Figure 1. Clock wires, drivers and flops (run 1).
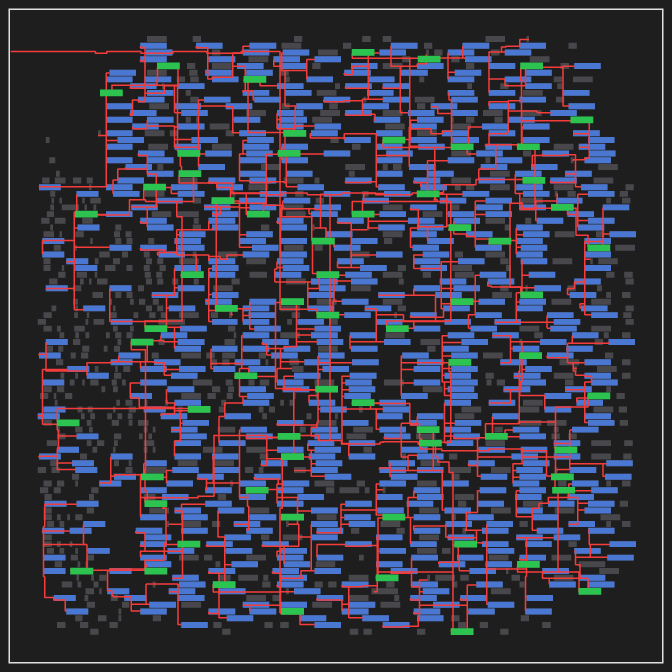
Figure 2. Signal wires on met4 (run 1).
Bar = 100 um.
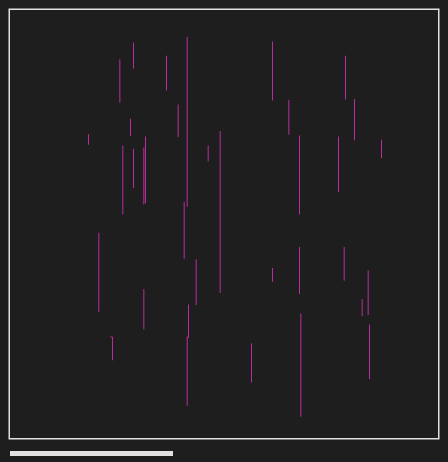
Figure 3. Cell sizes after repair (run 1).
Bar = 100 um.
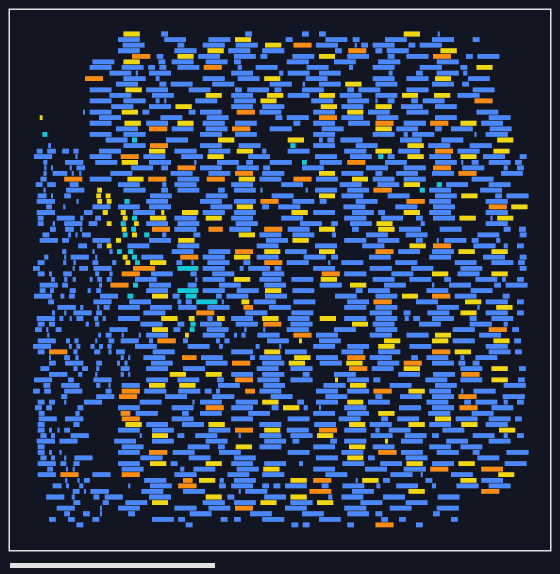
`src/rtl/trans_out_framer.sv`:
```
// trans_out_framer: FWFT FIFO output stage that tags a transposed stream with AXI-Stream framing.
// Ports:
//   clk, rst (async, active-low)
//   s_axis_tdata/tvalid/tready : untagged transposed input stream
//   m_axis_tdata/tvalid/tready/tlast/tuser : framed output stream
//   frame_done : one-cycle pulse after the last beat of a frame is delivered
//   frame_cnt  : completed frame count, wraps at 16 bits
module trans_out_framer #(
  parameter int DATA_WIDTH = 32,
  parameter int ROW        = 64,
  parameter int CLO        = 2400,
  parameter int FIFO_AW    = 4
) (
  input  logic                  clk,
  input  logic                  rst,
  input  logic [DATA_WIDTH-1:0] s_axis_tdata,
  input  logic                  s_axis_tvalid,
  output logic                  s_axis_tready,
  output logic [DATA_WIDTH-1:0] m_axis_tdata,
  output logic                  m_axis_tvalid,
  input  logic                  m_axis_tready,
  output logic                  m_axis_tlast,
  output logic                  m_axis_tuser,
  output logic                  frame_done,
  output logic [15:0]           frame_cnt
);
  localparam int DEPTH = 1 << FIFO_AW;
  localparam int BW    = ROW > 1 ? $clog2(ROW) : 1;
  localparam int LW    = CLO > 1 ? $clog2(CLO) : 1;
  localparam int W     = DATA_WIDTH + 3;
  logic [W-1:0]       mem [DEPTH];
  logic [FIFO_AW-1:0] wr_ptr, rd_ptr;
  logic [FIFO_AW:0]   occ, occ_next;
  logic [BW-1:0]      beat;
  logic [LW-1:0]      line;
  logic               push, pop, last_beat, last_line, fin;
  logic [W-1:0]       head;
  assign push      = s_axis_tvalid & s_axis_tready;
  assign pop       = m_axis_tvalid & m_axis_tready;
  assign last_beat = beat == BW'(ROW - 1);
  assign last_line = line == LW'(CLO - 1);
  assign occ_next  = occ + (FIFO_AW+1)'(push) - (FIFO_AW+1)'(pop);
  assign head      = mem[rd_ptr];
  // entry layout {eof, tuser, tlast, data}; eof marks the final line of a frame
  assign fin       = pop & head[W-1] & head[DATA_WIDTH];
  assign m_axis_tvalid = occ != '0;
  assign {m_axis_tuser, m_axis_tlast, m_axis_tdata} = m_axis_tvalid ? head[W-2:0] : '0;
  always_ff @(posedge clk)
    if (push) mem[wr_ptr] <= {last_line, beat == '0 && line == '0, last_beat, s_axis_tdata};
  always_ff @(posedge clk or negedge rst)
    if (!rst) begin
      wr_ptr        <= '0;
      rd_ptr        <= '0;
      occ           <= '0;
      beat          <= '0;
      line          <= '0;
      s_axis_tready <= 1'b0;
      frame_done    <= 1'b0;
      frame_cnt     <= '0;
    end else begin
      if (push) begin
        wr_ptr <= wr_ptr + FIFO_AW'(1);
        beat   <= last_beat ? '0 : beat + BW'(1);
        if (last_beat) line <= last_line ? '0 : line + LW'(1);
      end
      if (pop) rd_ptr <= rd_ptr + FIFO_AW'(1);
      occ           <= occ_next;
      // registered ready: no write-through while full, rises the cycle after a pop
      s_axis_tready <= occ_next < (FIFO_AW+1)'(DEPTH);
      frame_done    <= fin;
      frame_cnt     <= frame_cnt + 16'(fin);
    end
endmodule

```
`config.mk`:
```
export PLATFORM = sky130hd
export DESIGN_NAME = trans_out_framer
export DESIGN_NICKNAME = d
export VERILOG_FILES = /design/src/rtl/trans_out_framer.sv
export SDC_FILE = /design/constraint.sdc
export NUM_CORES = 1
export LEC_CHECK = 0
export CELL_PAD_IN_SITES_DETAIL_PLACEMENT = 2
export CELL_PAD_IN_SITES_GLOBAL_PLACEMENT = 2
export CORE_MARGIN = 10
export CORE_UTILIZATION = 40
export CTS_CLUSTER_DIAMETER = 200
export DETAILED_ROUTE_END_ITERATION = 7
export PLACE_DENSITY_LB_ADDON = 0.1
export SYNTH_ARGS = -nofsm -noshare
export SYNTH_HDL_FRONTEND = slang
export SYNTH_SLANG_ARGS = --single-unit
export TNS_END_PERCENT = 30
```
`constraint.sdc`:
```
create_clock -name clk -period 7.9 [get_ports clk]
set_input_delay 1.58 -clock clk [delete_from_list [all_inputs] [get_ports clk]]
set_output_delay 1.58 -clock clk [all_outputs]
set_load 0.02 [all_outputs]
```
==> writeup.txt, run 1 <==
Setup violations remaining at the end of the flow were counted as 0. The normalized max-slew margin is 0.3224, and the via count of the first global-routing pass is 12990. Wire length of the first global-routing pass: 88880 um. The floorplan-stage core utilization is 0.4027.

Per the final timing report, the hold violations number 0. Per the CTS log, the root buffer master is clkbuf_16. In the hold report, the worst path ends at frame_cnt[12]$_DFF_PN0_.

The iteration-0 DRC count of the detailed router came out at 840. The flow ran to the end, and the final reports show no timing, DRC or antenna violations. The library cells used most frequently in the layout, excluding fill and tap cells, are edfxtp_1, mux4_2, clkdlybuf4s50_1. The portion of synthesized cell area occupied by the leading cell type was 0.7102; the static leakage was 0.009157 uW.

The yosys warning tally was 0; the worst setup timing slack at the placement stage was 2.836 ns. The clock tree synthesis step divided the H-tree into 3 levels. The met2 demand-to-capacity share in global routing came out at 0.2904. With the warning total across the stage logs at 36, the area inside the core boundary is 58800 sq um. The internal power is 6954 uW, and the post-synth tally of flip-flops with integrated enable is 560. Synthesis instantiated 45 different standard cells from the library. The run gives 0.408 as the portion of total power attributed to sequential cells.
About Figure 1:
[blue] flip-flops | count: 609
[green] clock drivers | count: 67
[red] clock wires | length: 7800 um
routed clock nets: 68
worst setup skew after layout: 0.01325 ns
clock insertion delay at the later pin of the skew report: 0.59 ns
Clk network pwr share: 0.305
clk pwr: 3030 uW

About Figure 2:
share of all routed wire: 1.8%
nets with wire on the layer: 13
detailed-route via count: 11320
Detailed Route WL: 58870 um

About Figure 3:
[blue] _0 and _1 cells | cells: 1005 | most used: edfxtp_1
[cyan] _3 and _4 cells | cells: 25 | most used: buf_4
[yellow] _2 cells | cells: 163 | most used: mux4_2
[orange] _6 and larger | cells: 82 | most used: clkbuf_16
synth-to-layout area growth: 16.59%
Buffers, non-clock: 110
final cell area excluding filler cells: 27610 sq um
setup ws final: 2.366 ns

[run 1: synthesized netlist by cell type, types with 2 or more instances]
master and count:
xor2_1 10, nand4_1 8, and3_1 14, nor2b_1 3, nand2_1 15, mux4_2 138
ha_1 17, buf_4 6, nor2_1 12, a21o_1 2, buf_1 11, edfxtp_1 560
a21oi_1 3, and2_1 15, o21ai_0 8, dfrtp_1 49, nor3_1 4, xnor2_1 24
nor4_1 4, mux2_2 2, nand3_1 16, o22ai_1 33, nand2b_1 3, and4_1 5
inv_1 16, buf_2 26, nor4b_1 2, mux2i_1 70, a211oi_1 2, clkbuf_1 7
[run 1: state kept, by name (all words and copies together), names as in the netlist]
signal and count:
beat 6, frame_done 1, line 12, s_axis_tready 1, frame_cnt 16, occ 5
mem 560, rd_ptr 4, wr_ptr 4
[run 1: layout make-up]
| class | instances | area (sq um) |
|---|---|---|
| sequential | 609 | 18050 |
| timing repair buffer | 110 | 1066 |
| multi-input combinational | 424 | 5348 |
| clock inverter | 18 | 151.4 |
| tap | 773 | 967.2 |
| fill | 5268 | 31190 |
| clock buffer | 98 | 1961 |
| inverter | 16 | 60.06 |
[run 1: per-stage QoR]
step / total power [uW] / utilization
detailed placement: 7068 / 0.4336
global placement: 7016 / 0.4336
floorplan: 5947 / -
finish: 9946 / 0.4695
CTS: 10130 / 0.4695
global route: 10430 / 0.4695
[run 1: layer usage]
| layer | share of wire | up-vias |
|---|---|---|
| li1 | - | 4811 |
| met1 | 0.44 | 6203 |
| met2 | 0.50 | 216 |
| met3 | 0.037 | 86 |
| met4 | 0.018 | 0 |
| met5 | 0 | - |
[run 1: critical path, cell delays in order (launching register included)]
cell,delay [ns]
dfrtp_4,0.92
buf_12,0.77
mux4_2,0.61
mux2i_1,0.20
o22ai_1,0.18
clkdlybuf4s50_1,0.59
[run 1: worst max-delay path by stage]
stage                     startpoint                    to  depth (start not counted)
6_report       rd_ptr[0]$_DFFE_PN0P_      m_axis_tdata[18]                          5
4_1_cts        rd_ptr[0]$_DFFE_PN0P_      m_axis_tdata[18]                          5
2_1_floorplan          s_axis_tvalid  mem[10][0]$_DFFE_PP_                          5
5_1_grt        rd_ptr[0]$_DFFE_PN0P_      m_axis_tdata[21]                          5
3_5_place_dp   rd_ptr[0]$_DFFE_PN0P_      m_axis_tdata[18]                          5
3_3_place_gp   rd_ptr[0]$_DFFE_PN0P_          m_axis_tuser                          5
[run 1: cell families (layout without fill, tap and decap cells)]
family / count (synthesis) / after routing / synth area share
XOR/XNOR: 34 / 34 / 0.01258
adder cells (fa/ha/maj): 18 / 18 / 0.009828
multiplexers: 211 / 211 / 0.1624
AND/OR/NAND/NOR: 104 / 104 / 0.02462
buffers and inverters: 67 / 242 / 0.01326
AND-OR/OR-AND: 57 / 57 / 0.01532
flip-flops: 609 / 609 / 0.7620
[run 1: power groups by stage]
stage | clock network [uW] | registers (uW) | logic (uW)
5_1_grt | 3230 | 4100 | 3090
6_report | 3030 | 4060 | 2850
3_3_place_gp | 0 | 4120 | 2900
4_1_cts | 3120 | 4070 | 2940
3_5_place_dp | 0 | 4140 | 2930
2_1_floorplan | 0 | 3930 | 2010
Figure 4. Clock routing (run 1).
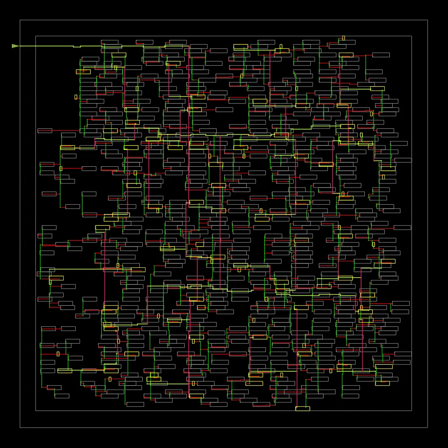

## Run 2: what changed since run 1
Clock period 7.9 ns to 5.3 ns, I/O delays scaled along.
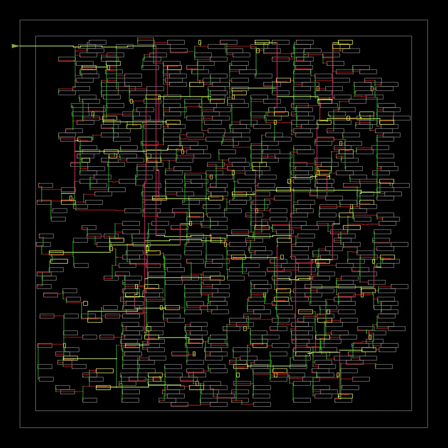
Figure 5: run 2, clock routing.
worst setup skew after layout: 0.02135 ns
count of clock-net buffers in the final layout: 89
clk pwr: 4480 uW
sequential cell count: 609

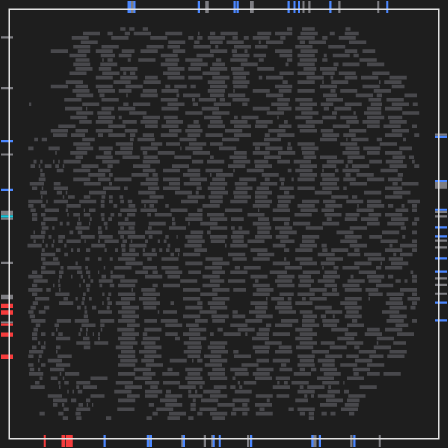
Figure 6: run 2, pin map.
Pins as bars across the die edge, other pins in grey.
[cyan] `s_axis_tvalid` | pins: 1 | direction: input | edge: left
[blue] `s_axis_tdata` | pins: 32 | direction: input | edge: 11 top, 10 bottom, 9 right, 2 left
[red] `frame_cnt` | pins: 16 | direction: output | edge: 9 left, 7 bottom
number of I/O port buffers: 88
Vert. Die Dim: 263.3 um
width of the die: 263.3 um

==> writeup.txt, run 2 <==
The largest family of logic cells by area is multiplexers. The via count is 11400 (+0.77%). The fraction of power consumed by the clock network was 0.300 (-0.005); the synthesized-area fraction occupied by ao, oa, aoi and oai cells was 0.01532 (unchanged).

The normalized max-slew margin came out at 0.3964 (+0.07400). With the post-synth tally of flip-flops with integrated enable at 560 (unchanged), the total routed wirelength is 60930 um (+3.5%). The most frequently used library cell after synthesis is edfxtp_1.

The largest registers in the layout are mem: 560 flops, frame_cnt: 16 flops, line: 12 flops. The iteration-0 DRC count of the detailed router is 838 (-0.24%), and the proportion of synthesized area in mux cells is 0.1624 (unchanged). The tools report the via count of the first global-routing pass as 13210 (+1.7%). Clock root buffer master: clkbuf_16. The count of final hold-check violations was 0 (unchanged).

Area added between synthesis and finish: 17.32%. The number of H-tree levels is 3 (unchanged), and the simple-gate share of the synthesized area is 0.02462 (unchanged). For reference, the top cells by count after synthesis are edfxtp_1, mux4_2, mux2i_1, dfrtp_1, o22ai_1.

The flip-flop count of the largest register after layout was 560 (unchanged). The flow ran to the end, and the final reports show no timing, DRC or antenna violations. The run gives 0 (unchanged) for the yosys warning tally.

The run gives 14940 uW (+50%) as the total power draw. The distinct cell type count of the synthesized netlist is 45 (unchanged), and the portion of synthesized cell area occupied by the leading cell type is 0.7102 (unchanged). The area inside the core boundary is 58800 sq um (unchanged), and the floorplan-stage core utilization is 0.4027 (unchanged).
==> run 2: cell counts after synthesis <==
Identical to the previous run, type by type.
==> run 2: final timing paths <==
check	startpoint	to	slack (ns)
min in group asynchronous	rst	occ[2]$_DFF_PN0_	0.62
min reg2reg	frame_cnt[15]$_DFF_PN0_	frame_cnt[15]$_DFF_PN0_	0.49
max in group asynchronous	rst	rd_ptr[2]$_DFFE_PN0P_	4.16
max reg2reg	rd_ptr[0]$_DFFE_PN0P_	frame_cnt[10]$_DFF_PN0_	1.76
max	rd_ptr[0]$_DFFE_PN0P_	m_axis_tdata[0]	0.57
min	frame_cnt[15]$_DFF_PN0_	frame_cnt[15]$_DFF_PN0_	0.49
==> run 2: cell families after synthesis <==
group | Yosys count
DFF | 609
muxes | 211
and+or+nand+nor | 104
buffers and inverters | 67
AOI/OAI and AO/OA | 57
xor gates and xnor gates | 34
adders and majority gates | 18
==> run 2: stage by stage <==
step                      instance area [sq um]  hold slack (ns)  worst slack, ns    util
after detailed placement                  25710           0.4871            1.072  0.4372
after global routing                      27780           0.5047           0.2925  0.4725
after floorplan                           23680           0.4555            2.265       -
final                                     27780           0.4861           0.5733  0.4725
after CTS                                 27780           0.4986           0.4466  0.4725
after global placement                    25710           0.4792            1.125  0.4372
==> run 2: metal layers <==
metal / global-route usage / up-vias / share of wire
met3: 0.03179 / 69 / 0.039
met4: 0.04551 / 2 / 0.016
met5: 0 / - / 0.00018
li1: - / 4846 / -
met2: 0.3023 / 202 / 0.51
met1: 0.2307 / 6284 / 0.43
==> run 2: area by class of cell <==
| type | count | area [sq um] |
|---|---|---|
| Clock inverter | 29 | 241.5 |
| Timing Repair Buffer | 125 | 1279 |
| Sequential cell | 609 | 18050 |
| Clock buffer | 89 | 1832 |
| Multi-Input combinational cell | 424 | 5348 |
| Fill cell | 5232 | 31020 |
| Tap cell | 773 | 967.2 |
| Inverter | 16 | 60.06 |
==> run 2: worst max-delay path: stages (launching register included) <==
cell             delay [ns]
dfrtp_4                1.03
buf_4                  0.49
mux4_2                 0.55
mux2i_1                0.22
o22ai_1                0.18
clkdlybuf4s50_1        0.62
==> run 2: power groups by stage <==
stage	clock, uW	sequential [uW]	combinational, uW
floorplan	0	5860	3000
global placement	0	6140	4440
detailed placement	0	6160	4530
CTS	4590	6070	4550
global route	4790	6110	4760
finish	4480	6050	4410
Power and IR drop assume default switching activity.
